## src/rtl/sbox_rr_sched.sv

```systemverilog
// Round-robin scheduler sharing one fixed-latency S-box datapath among N_REQ byte lanes.
// Tracks byte ownership through the datapath and returns results via per-lane credit-limited FIFOs.
module sbox_rr_sched #(
    parameter int unsigned N_REQ     = 4,
    parameter int unsigned LAT       = 3,
    parameter int unsigned RSP_DEPTH = 2
) (
    input  logic                 clk,
    input  logic                 rst,
    input  logic [N_REQ-1:0]     req_valid,
    input  logic [8*N_REQ-1:0]   req_data,
    output logic [N_REQ-1:0]     req_ready,
    output logic [7:0]           sbox_in,
    output logic                 sbox_in_valid,
    input  logic [7:0]           sbox_out,
    output logic [N_REQ-1:0]     rsp_valid,
    output logic [8*N_REQ-1:0]   rsp_data,
    input  logic [N_REQ-1:0]     rsp_ready,
    output logic                 busy
);

    localparam int unsigned IW = (N_REQ > 1) ? $clog2(N_REQ) : 1;
    localparam int unsigned CW = $clog2(RSP_DEPTH + 1);
    localparam int unsigned PW = (RSP_DEPTH > 1) ? $clog2(RSP_DEPTH) : 1;

    logic [IW-1:0] rr_q, rr_d;
    logic [7:0]    in_q;
    logic [LAT:0]  tag_vld_q;
    logic [IW-1:0] tag_own_q [LAT+1];

    logic [7:0]    mem_q      [N_REQ][RSP_DEPTH];
    logic [PW-1:0] rd_ptr_q   [N_REQ];
    logic [PW-1:0] wr_ptr_q   [N_REQ];
    logic [CW-1:0] fifo_cnt_q [N_REQ];
    logic [CW-1:0] infl_cnt_q [N_REQ];

    logic [N_REQ-1:0] elig;
    logic [N_REQ-1:0] gnt;
    logic [N_REQ-1:0] push;
    logic [N_REQ-1:0] pop;
    logic             gnt_any;
    logic [IW-1:0]    gnt_idx;
    logic [7:0]       gnt_byte;
    logic [CW:0]      used [N_REQ];

    function automatic logic [PW-1:0] ptr_inc(input logic [PW-1:0] p);
        return (p == PW'(RSP_DEPTH - 1)) ? '0 : p + PW'(1);
    endfunction

    // Credit counts both queued results and bytes still inside the datapath.
    always_comb begin
        elig = '0;
        for (int unsigned i = 0; i < N_REQ; i++) begin
            used[i] = (CW+1)'(fifo_cnt_q[i]) + (CW+1)'(infl_cnt_q[i]);
            elig[i] = req_valid[i] && (used[i] < (CW+1)'(RSP_DEPTH));
        end
    end

    always_comb begin
        int unsigned idx;
        idx     = 0;
        gnt_any = 1'b0;
        gnt_idx = '0;
        for (int unsigned k = 0; k < N_REQ; k++) begin
            idx = 32'(rr_q) + k;
            if (idx >= N_REQ) idx = idx - N_REQ;
            if (!gnt_any && elig[IW'(idx)]) begin
                gnt_any = 1'b1;
                gnt_idx = IW'(idx);
            end
        end
        // No handshake may complete while the block is being cleared.
        if (rst) gnt_any = 1'b0;
    end

    always_comb begin
        gnt      = '0;
        gnt_byte = '0;
        for (int unsigned k = 0; k < N_REQ; k++) begin
            if (gnt_any && (gnt_idx == IW'(k))) begin
                gnt[k]   = 1'b1;
                gnt_byte = req_data[8*k +: 8];
            end
        end
        if (!gnt_any)                        rr_d = rr_q;
        else if (gnt_idx == IW'(N_REQ - 1))  rr_d = '0;
        else                                 rr_d = gnt_idx + IW'(1);
    end

    assign req_ready     = gnt;
    assign sbox_in       = in_q;
    assign sbox_in_valid = tag_vld_q[0];

    // Stage 0 of the tag pipe is the issue register; stage LAT lines up with sbox_out.
    always_ff @(posedge clk) begin
        if (rst) begin
            rr_q      <= '0;
            in_q      <= '0;
            tag_vld_q <= '0;
            for (int unsigned j = 0; j <= LAT; j++) tag_own_q[j] <= '0;
        end else begin
            rr_q         <= rr_d;
            tag_vld_q    <= {tag_vld_q[LAT-1:0], gnt_any};
            tag_own_q[0] <= gnt_idx;
            for (int unsigned j = 1; j <= LAT; j++) tag_own_q[j] <= tag_own_q[j-1];
            if (gnt_any) in_q <= gnt_byte;
        end
    end

    always_comb begin
        rsp_valid = '0;
        rsp_data  = '0;
        push      = '0;
        pop       = '0;
        for (int unsigned i = 0; i < N_REQ; i++) begin
            rsp_valid[i]        = (fifo_cnt_q[i] != '0);
            rsp_data[8*i +: 8]  = mem_q[i][rd_ptr_q[i]];
            push[i]             = tag_vld_q[LAT] && (tag_own_q[LAT] == IW'(i));
            pop[i]              = rsp_valid[i] && rsp_ready[i];
        end
    end

    always_ff @(posedge clk) begin
        if (rst) begin
            for (int unsigned i = 0; i < N_REQ; i++) begin
                rd_ptr_q[i]   <= '0;
                wr_ptr_q[i]   <= '0;
                fifo_cnt_q[i] <= '0;
                infl_cnt_q[i] <= '0;
                for (int unsigned j = 0; j < RSP_DEPTH; j++) mem_q[i][j] <= '0;
            end
        end else begin
            for (int unsigned i = 0; i < N_REQ; i++) begin
                if (push[i]) begin
                    mem_q[i][wr_ptr_q[i]] <= sbox_out;
                    wr_ptr_q[i]           <= ptr_inc(wr_ptr_q[i]);
                end
                if (pop[i]) rd_ptr_q[i] <= ptr_inc(rd_ptr_q[i]);
                case ({push[i], pop[i]})
                    2'b10:   fifo_cnt_q[i] <= fifo_cnt_q[i] + CW'(1);
                    2'b01:   fifo_cnt_q[i] <= fifo_cnt_q[i] - CW'(1);
                    default: fifo_cnt_q[i] <= fifo_cnt_q[i];
                endcase
                case ({gnt[i], push[i]})
                    2'b10:   infl_cnt_q[i] <= infl_cnt_q[i] + CW'(1);
                    2'b01:   infl_cnt_q[i] <= infl_cnt_q[i] - CW'(1);
                    default: infl_cnt_q[i] <= infl_cnt_q[i];
                endcase
            end
        end
    end

    assign busy = (|tag_vld_q) || (|rsp_valid);

endmodule
```

## config.mk

```make
export PLATFORM = sky130hd
export DESIGN_NAME = sbox_rr_sched
export DESIGN_NICKNAME = d
export VERILOG_FILES = /design/src/rtl/sbox_rr_sched.sv
export SDC_FILE = /design/constraint.sdc
export NUM_CORES = 1
export LEC_CHECK = 0
export CAP_MARGIN = 5
export CORE_ASPECT_RATIO = 0.8
export CORE_MARGIN = 3
export CORE_UTILIZATION = 40
export CTS_CLUSTER_DIAMETER = 200
export CTS_CLUSTER_SIZE = 40
export DETAILED_ROUTE_END_ITERATION = 8
export SLEW_MARGIN = 5
export SYNTH_ARGS = -nofsm -noshare
export SYNTH_HDL_FRONTEND = slang
export SYNTH_SLANG_ARGS = --single-unit
```

## constraint.sdc

```tcl
create_clock -name clk -period 10.9 [get_ports clk]
set_clock_uncertainty 0.15 [all_clocks]
set_input_delay 1.635 -clock clk [delete_from_list [all_inputs] [get_ports clk]]
set_output_delay 1.635 -clock clk [all_outputs]
set_load 0.01 [all_outputs]
```

Figure 1. M2 wires.
The bar under the picture is 50 um long.
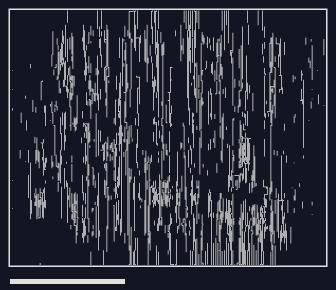
main direction	vertical
nets with wire on the layer	564
via count of the routed design: 3906
post-detailed-routing wire length: 12200 um
GRT met2 Usage: 0.262

Figure 2. PDN straps and rails.
Pins as bars on the die edge. Tap cells in grey.
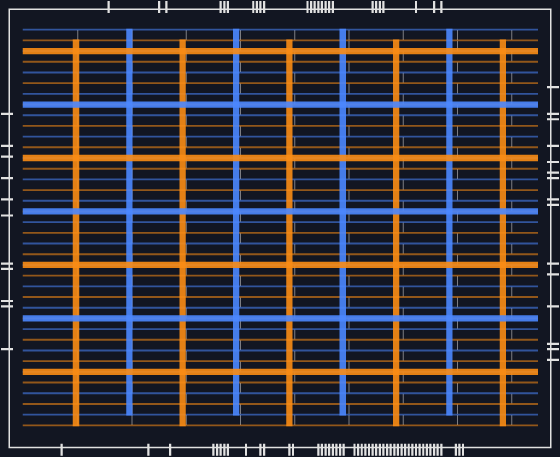
net	colour
VDD	blue
VSS	orange
met4 straps	9
met5 straps	7

==> results_dict.tcl <==
# metrics dict for downstream scripts
set metrics [dict create \
    mostFrequentLayoutCell "clkdlybuf4s50_1" \
    yosys_reg_bits 110 \
    drt_first_iter_violations 231 \
    peakVddDrop_v 0.0000867 \
    worst-endpoint-arrival_ps 4460 \
    hold_viol 0 \
    comb_cell_power_mw 0.269 \
    die.size.x_um 137 \
    routabilityCongestion 0.756 \
    timing.critical_path.from_type "input pin" \
    layout_min_cycle_time_ps 6240 \
    sh_seq_area 0.412 \
    ys.warnings.count 0 \
    wire_per_inst_um 15.8 \
    sequential_cell_total 110 \
    synth_cells 513 \
    outcome "finished clean" \
    finalMaxSlewViolations 0 \
    finalClockPeriodUsage 0.572 \
    synthSimpleGateAreaFrac 0.203 \
    met3_use_gr 0.0340 \
    setup_slack_ps 4660 \
    timing.critical_path.required_ps 9120 \
    power.density_cell_area_mw_per_mm2 158 \
    cts_resized 0 \
    grt_pass1_wl_um 20000 \
    gr-usage-all-layers 0.167 \
    signal_buffer_area_fraction 0.145 \
    top_cell_type_by_instance_count_after_synthesis "edfxtp_1" \
    grt_setup_unrepaired "false" \
    netlist-cell-type-count 49 \
    p_total_mw 1.09 \
    warnings 37 \
    yosys.area_share.adder 0.0621 \
    ys_sh_xor 0.0111 \
    pwr.group.clock_mw 0.325 \
    n_antenna_cell 0 \
    clock_power_share 0.299 \
    cts_tree "built" \
    met2_length_um 5780 \
    area.combinational_mm2 0.00242 \
    fmax_ghz 0.160 \
    summed_negative_setup_slack_over_all_endpoints_ps 0 \
    clock_sink_count 110 \
    utilization 0.522 \
    switching_share 0.282 \
    final_cells 776 \
    num-nonclk-inverters 30 \
    netlist_top_cells_count "64 x edfxtp_1, 46 x dfxtp_1, 38 x nor2_1" \
    port_buffers 99 \
    detailedPlace.worstSlack_ps 4680 \
    yosys.stat.seqShare 0.515 \
    synth_area_mm2 0.00552 \
    worstSetupPathType "input pin to primary output" \
    register_bank_with_the_most_flops "mem_q" \
    nets 671 \
    crit_cells 8 \
    worst_path_dominant_cell_family "buffers and inverters" \
    antenna_found_initial 0 \
    design_area_mm2 0.00689 \
    postSynth.topFlopCell "edfxtp_1" \
    die_y_um 111 \
    clk_path_buf_depth 2 \
    r2r.worst_path.cells 13 \
    final.fill_count 1177 \
    m1WireLength_um 5900 \
    detail-route-antenna-nets 0 \
    power.switching_mw 0.307 \
    power.static_leakage_nw 2.72 \
    placed_cell_area_mm2 0.00660 \
    grt_busiest_layer "met2" \
    die-area_mm2 0.0153 \
    holdPathEnd "tag_own_q[2][0]$_SDFF_PP0_" \
    setup.worst_path.end_class "primary output" \
    finalSetupViolCount 0 \
    post-cts-setup-buffer-count 0 \
    fin_worst_hold_slack_ps 284 \
    power.sequential.total_mw 0.495 \
    final_layout_size_suffix_gt1_frac 0.115 \
    critical_path.cell_chain "clkdlybuf4s50_1 > or3b_2 > a21oi_1 > o21ai_0 > a21oi_1 > ha_1 > and2_1 > clkdlybuf4s50_1" \
    viasPerCell 5.03 \
    setup.reg_to_reg.worst_slack_ps 6970 \
    portion_of_total_power_attributed_to_sequential_cells 0.455 \
    largest_reg_flops 64 \
    enable_flop_cells 64 \
    netlist_top_cells_area "edfxtp_1 35%, dfxtp_1 17%, mux2_2 6.7%" \
    post-synth-top-area-fraction 0.348 \
]
